$ cat config.mk
export PLATFORM = sky130hd
export DESIGN_NAME = multicycle_control
export DESIGN_NICKNAME = d
export VERILOG_FILES = /design/src/rtl/multicycle_pkg.sv /design/src/rtl/control_out_decode.sv /design/src/rtl/multicycle_control.sv
export SDC_FILE = /design/constraint.sdc
export NUM_CORES = 1
export LEC_CHECK = 0
export CELL_PAD_IN_SITES_DETAIL_PLACEMENT = 0
export CELL_PAD_IN_SITES_GLOBAL_PLACEMENT = 2
export CORE_ASPECT_RATIO = 2
export CORE_MARGIN = 8
export CORE_UTILIZATION = 31
export CTS_BUF_LIST = sky130_fd_sc_hd__clkbuf_4 sky130_fd_sc_hd__clkbuf_8
export DETAILED_ROUTE_END_ITERATION = 10
export GPL_ROUTABILITY_DRIVEN = 0
export GPL_TIMING_DRIVEN = 0
export PLACE_DENSITY_LB_ADDON = 0.1
export REMOVE_ABC_BUFFERS = 1
export SYNTH_ARGS = -nofsm -noshare
export SYNTH_HDL_FRONTEND = slang
export SYNTH_SLANG_ARGS = --single-unit
$ cat constraint.sdc
create_clock -name clk -period 5.2 [get_ports clk]
set_input_delay 0.52 -clock clk [delete_from_list [all_inputs] [get_ports clk]]
set_output_delay 0.52 -clock clk [all_outputs]
set_load 0.05 [all_outputs]
$ cat src/rtl/multicycle_pkg.sv
// multicycle_pkg: shared state encodings, opcodes, datapath select codes and control word for the multicycle CPU control.
package multicycle_pkg;
  typedef enum logic [3:0] {
    S_IDLE, S_FETCH, S_DECODE, S_EXEC_R, S_RTYPE_WB, S_EXEC_I, S_ITYPE_WB,
    S_MEM_ADDR, S_MEM_READ, S_MEM_WB, S_MEM_WRITE, S_BRANCH, S_JUMP
  } state_t;
  localparam logic [5:0] OP_R    = 6'b000000;
  localparam logic [5:0] OP_LW   = 6'b100011;
  localparam logic [5:0] OP_SW   = 6'b101011;
  localparam logic [5:0] OP_BEQ  = 6'b000100;
  localparam logic [5:0] OP_J    = 6'b000010;
  localparam logic [5:0] OP_ADDI = 6'b001000;
  localparam logic [1:0] SRCB_B      = 2'b00;
  localparam logic [1:0] SRCB_4      = 2'b01;
  localparam logic [1:0] SRCB_IMM    = 2'b10;
  localparam logic [1:0] SRCB_IMM_SH = 2'b11;
  localparam logic [1:0] ALU_ADD   = 2'b00;
  localparam logic [1:0] ALU_SUB   = 2'b01;
  localparam logic [1:0] ALU_FUNCT = 2'b10;
  localparam logic [1:0] PC_ALU    = 2'b00;
  localparam logic [1:0] PC_ALUOUT = 2'b01;
  localparam logic [1:0] PC_JUMP   = 2'b10;
  // ir_write/pc_write in FETCH and done in MEM_WRITE are still qualified by mem_ready in the top.
  typedef struct packed {
    logic       ir_write;
    logic       pc_write;
    logic       pc_write_cond;
    logic       iord;
    logic       mem_read;
    logic       mem_write;
    logic       mem_to_reg;
    logic       reg_dst;
    logic       reg_write;
    logic       alu_src_a;
    logic [1:0] alu_src_b;
    logic [1:0] alu_op;
    logic [1:0] pc_source;
    logic       done;
  } ctrl_t;
  function automatic logic legal_op(input logic [5:0] op);
    return op == OP_R || op == OP_LW || op == OP_SW || op == OP_BEQ || op == OP_J || op == OP_ADDI;
  endfunction
endpackage

$ cat src/rtl/control_out_decode.sv
// control_out_decode: combinational state -> control word map.
// Ports: state (current FSM state, 4 bits) in; ctrl (raw control word) out.
module control_out_decode
  import multicycle_pkg::*;
(
  input  logic [3:0] state,
  output ctrl_t      ctrl
);
  always_comb begin
    ctrl = '0;
    case (state)
      S_FETCH: begin
        ctrl.mem_read  = 1'b1;
        ctrl.alu_src_b = SRCB_4;
        ctrl.ir_write  = 1'b1;
        ctrl.pc_write  = 1'b1;
      end
      S_DECODE: ctrl.alu_src_b = SRCB_IMM_SH;
      S_EXEC_R: begin
        ctrl.alu_src_a = 1'b1;
        ctrl.alu_op    = ALU_FUNCT;
      end
      S_RTYPE_WB: begin
        ctrl.reg_write = 1'b1;
        ctrl.reg_dst   = 1'b1;
        ctrl.done      = 1'b1;
      end
      S_EXEC_I, S_MEM_ADDR: begin
        ctrl.alu_src_a = 1'b1;
        ctrl.alu_src_b = SRCB_IMM;
      end
      S_ITYPE_WB: begin
        ctrl.reg_write = 1'b1;
        ctrl.done      = 1'b1;
      end
      S_MEM_READ: begin
        ctrl.mem_read = 1'b1;
        ctrl.iord     = 1'b1;
      end
      S_MEM_WB: begin
        ctrl.reg_write  = 1'b1;
        ctrl.mem_to_reg = 1'b1;
        ctrl.done       = 1'b1;
      end
      S_MEM_WRITE: begin
        ctrl.mem_write = 1'b1;
        ctrl.iord      = 1'b1;
        ctrl.done      = 1'b1;
      end
      S_BRANCH: begin
        ctrl.alu_src_a     = 1'b1;
        ctrl.alu_op        = ALU_SUB;
        ctrl.pc_write_cond = 1'b1;
        ctrl.pc_source     = PC_ALUOUT;
        ctrl.done          = 1'b1;
      end
      S_JUMP: begin
        ctrl.pc_write  = 1'b1;
        ctrl.pc_source = PC_JUMP;
        ctrl.done      = 1'b1;
      end
      default: ctrl = '0;
    endcase
  end
endmodule

$ cat src/rtl/multicycle_control.sv
// multicycle_control: Moore control FSM for the multicycle CPU with memory-ready stalls and a retired-instruction counter.
// Ports: clk, rst_n (async active-low); OPcode, Zero, mem_ready in; datapath enables/selects,
// state (debug), instr_done and illegal_op pulses, retired count out.
module multicycle_control
  import multicycle_pkg::*;
#(
  parameter int CNT_W = 32
) (
  input  logic             clk,
  input  logic             rst_n,
  input  logic [5:0]       OPcode,
  input  logic             Zero,
  input  logic             mem_ready,
  output logic             IRWrite,
  output logic             PCWrite,
  output logic             PCWriteCond,
  output logic             IorD,
  output logic             MemRead,
  output logic             MemWrite,
  output logic             MemtoReg,
  output logic             RegDst,
  output logic             RegWrite,
  output logic             ALUSrcA,
  output logic [1:0]       ALUSrcB,
  output logic [1:0]       ALUOp,
  output logic [1:0]       PCSource,
  output logic [3:0]       state,
  output logic             instr_done,
  output logic             illegal_op,
  output logic [CNT_W-1:0] retired
);
  state_t cur, nxt;
  ctrl_t  c;
  // Zero is consumed by the datapath together with PCWriteCond; the FSM never branches on it.
  logic unused_zero;
  assign unused_zero = Zero;
  control_out_decode u_dec (.state(cur), .ctrl(c));
  always_ff @(posedge clk or negedge rst_n) begin
    if (!rst_n) begin
      cur     <= S_IDLE;
      retired <= '0;
    end else begin
      cur     <= nxt;
      retired <= retired + CNT_W'(instr_done);
    end
  end
  always_comb begin
    nxt = S_FETCH;
    case (cur)
      S_FETCH:     nxt = mem_ready ? S_DECODE : S_FETCH;
      S_DECODE:    nxt = OPcode == OP_R                      ? S_EXEC_R   :
                         (OPcode == OP_LW || OPcode == OP_SW) ? S_MEM_ADDR :
                         OPcode == OP_BEQ                    ? S_BRANCH   :
                         OPcode == OP_J                      ? S_JUMP     :
                         OPcode == OP_ADDI                   ? S_EXEC_I   : S_FETCH;
      S_EXEC_R:    nxt = S_RTYPE_WB;
      S_EXEC_I:    nxt = S_ITYPE_WB;
      S_MEM_ADDR:  nxt = OPcode == OP_SW ? S_MEM_WRITE : S_MEM_READ;
      S_MEM_READ:  nxt = mem_ready ? S_MEM_WB : S_MEM_READ;
      S_MEM_WRITE: nxt = mem_ready ? S_FETCH : S_MEM_WRITE;
      default:     nxt = S_FETCH;
    endcase
  end
  // The fetch-side writes and the store completion only happen once memory answers.
  assign IRWrite     = c.ir_write & mem_ready;
  assign PCWrite     = c.pc_write & (cur != S_FETCH || mem_ready);
  assign instr_done  = c.done & (cur != S_MEM_WRITE || mem_ready);
  assign illegal_op  = cur == S_DECODE && !legal_op(OPcode);
  assign PCWriteCond = c.pc_write_cond;
  assign IorD        = c.iord;
  assign MemRead     = c.mem_read;
  assign MemWrite    = c.mem_write;
  assign MemtoReg    = c.mem_to_reg;
  assign RegDst      = c.reg_dst;
  assign RegWrite    = c.reg_write;
  assign ALUSrcA     = c.alu_src_a;
  assign ALUSrcB     = c.alu_src_b;
  assign ALUOp       = c.alu_op;
  assign PCSource    = c.pc_source;
  assign state       = cur;
endmodule
==> out/results.tsv <==
metric	value	unit
pwr_density_cell	428.3	nW/µm²
first_global_vias	1679	
r2r_slack	2.25	ns
core-area	6156	µm²
critical_path.cell_chain	nand2b_1 > nor3_1 > and3_1 > clkdlybuf4s50_1	
post_synthesis_chip_area_from_yosys	1939	µm²
routed_wl	5020	µm
drt_iter0_markers	77	
post_route_setup_tns	0	ns
critical_path_cell_count	4	
worstSkewPairLatency	0.29	ns
dominantRegCellSynth	dfrtp_1	
cap_viol_max_count	0	
detailroute.via_count	1636	
ys_top_cells_by_area	dfrtp_1, xnor2_1, nand4_1	
clock_power_share	21.1	%
fp_util	31.50	%
numClockSinks	36	
first_pass_iters	6	
critical-path-slowest-cell	clkdlybuf4s50_1	
status	finished clean	
clock_tree.htree_level_count	2	
grt_pass1_wl	8418	µm
report.final.setup_viol	0	
critical_path.reg2reg.endpoint	retired[26]$_DFF_PN0_	
timing.critical_path.slowest_cell_delay	0.80	ns
syn_area	1939	µm²
overflow	0	
place.port_buffers	62	
crit_required	4.68	ns
cts_post_setup_buffers_inserted	0	
yosysUniqueCellTypes	37	
avgViaCountPerCell	5.129	
critical_path.max_fanout	18	
## sequential cells by signal (all words and copies together) (netlist names)
| name | cells |
|---|---|
| retired | 32 |
| state | 4 |
## stage by stage
stage / power, mW / std cells / hold WS (ns)
4_1_cts: 1.184 / 319 / 0.3328
3_5_place_dp: 0.9301 / 311 / 0.4674
2_1_floorplan: 0.7339 / 185 / 0.2244
5_1_grt: 1.236 / 319 / 0.3673
3_3_place_gp: 0.9332 / 311 / 0.4630
6_report: 1.167 / 319 / 0.3067
## cells by family after synthesis
kind of cell             synth area share (%)
flip-flops                              46.45
XOR/XNOR                                14.90
adder cells (fa/ha/maj)                 1.936
AND/OR/NAND/NOR                         28.32
AND-OR/OR-AND                           6.645
buffers and inverters                   1.742
## routing by layer
metal | global-route usage [%] | up-vias | share of wire [%]
li1 | - | 809 | -
met5 | 0 | - | 0
met3 | 4.232 | 7 | 6.6
met4 | 4.727 | 0 | 1.7
met2 | 17.76 | 40 | 47
met1 | 13.70 | 780 | 45
## worst max path at each step
stage                     slack, ns                from                    end
after floorplan                1.19  state[2]$_DFF_PN0_  retired[24]$_DFF_PN0_
after global placement         2.07           mem_ready  retired[26]$_DFF_PN0_
after detailed placement       2.09           mem_ready  retired[26]$_DFF_PN0_
after CTS                      2.12  state[2]$_DFF_PN0_                PCWrite
after global routing           1.96  state[2]$_DFF_PN0_                PCWrite
final                          2.16  state[0]$_DFF_PN0_             illegal_op
## worst reg2reg max path: stages (launching register included)
cell     delay, ns
dfrtp_1       0.66
inv_1         0.20
o32ai_1       0.46
ha_1          0.23
ha_1          0.21
and4_2        0.28
nor3b_4       0.46
nand4_1       0.19
xnor2_1       0.16
## cell usage in the layout (no fill, tap or decap), drive strengths merged, types with 2 or more instances in the layout
master         count
nor4               5
xnor2             27
nor3               5
inv                3
or3                2
a21oi              5
nand3             15
nand2             16
and4               5
xor2               6
clkbuf             5
nand4             14
nor2              14
dfrtp             36
a22oi              2
and2               2
and3               6
a31oi              2
ha                 3
o21ai              5
clkdlybuf4s50     61
## power groups by stage
stage | combinational, mW | clock [mW] | sequential (mW)
after detailed placement | 0.540 | 0 | 0.390
after global placement | 0.541 | 0 | 0.392
after floorplan | 0.262 | 0 | 0.472
after global routing | 0.572 | 0.268 | 0.397
after CTS | 0.542 | 0.257 | 0.386
final | 0.535 | 0.246 | 0.385
## layout make-up
type                       count  area, µm²
fill                         628       3432
clock inverter                 3      42.54
multi-input combinational    146       1005
clock buffer                   5      68.82
inverter                       3      11.26
sequential                    36      900.9
timing repair buffer          62      615.6
tap                           64      80.08
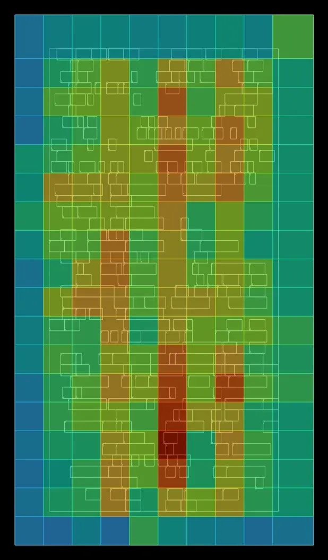
*Routing congestion*
routing usage on met2: 17.76%
Total Routing Usage GR: 11.43%
Util after Layout: 44.25%
met3 usage in global routing: 4.232%

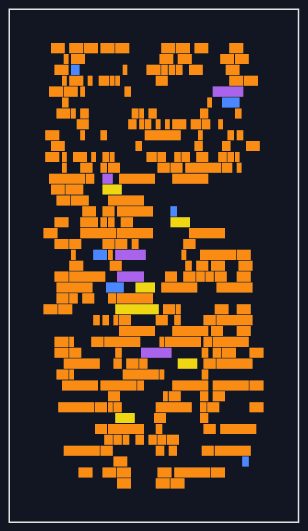
*Drive-strength map*
(4 px per µm)
Blue marks x2, cells 6. Purple marks x3 and x4, cells 5. Yellow marks x6 and larger, cells 6. Orange marks x1 and smaller, cells 238.
PnR worst setup slack: 2.160 ns
area of all placed cells without fillers: 2724 µm²
Layout area overhead: 40.45%
count of plain and timing-repair buffers in the layout: 62

Power is estimated from default activity; no workload was simulated.
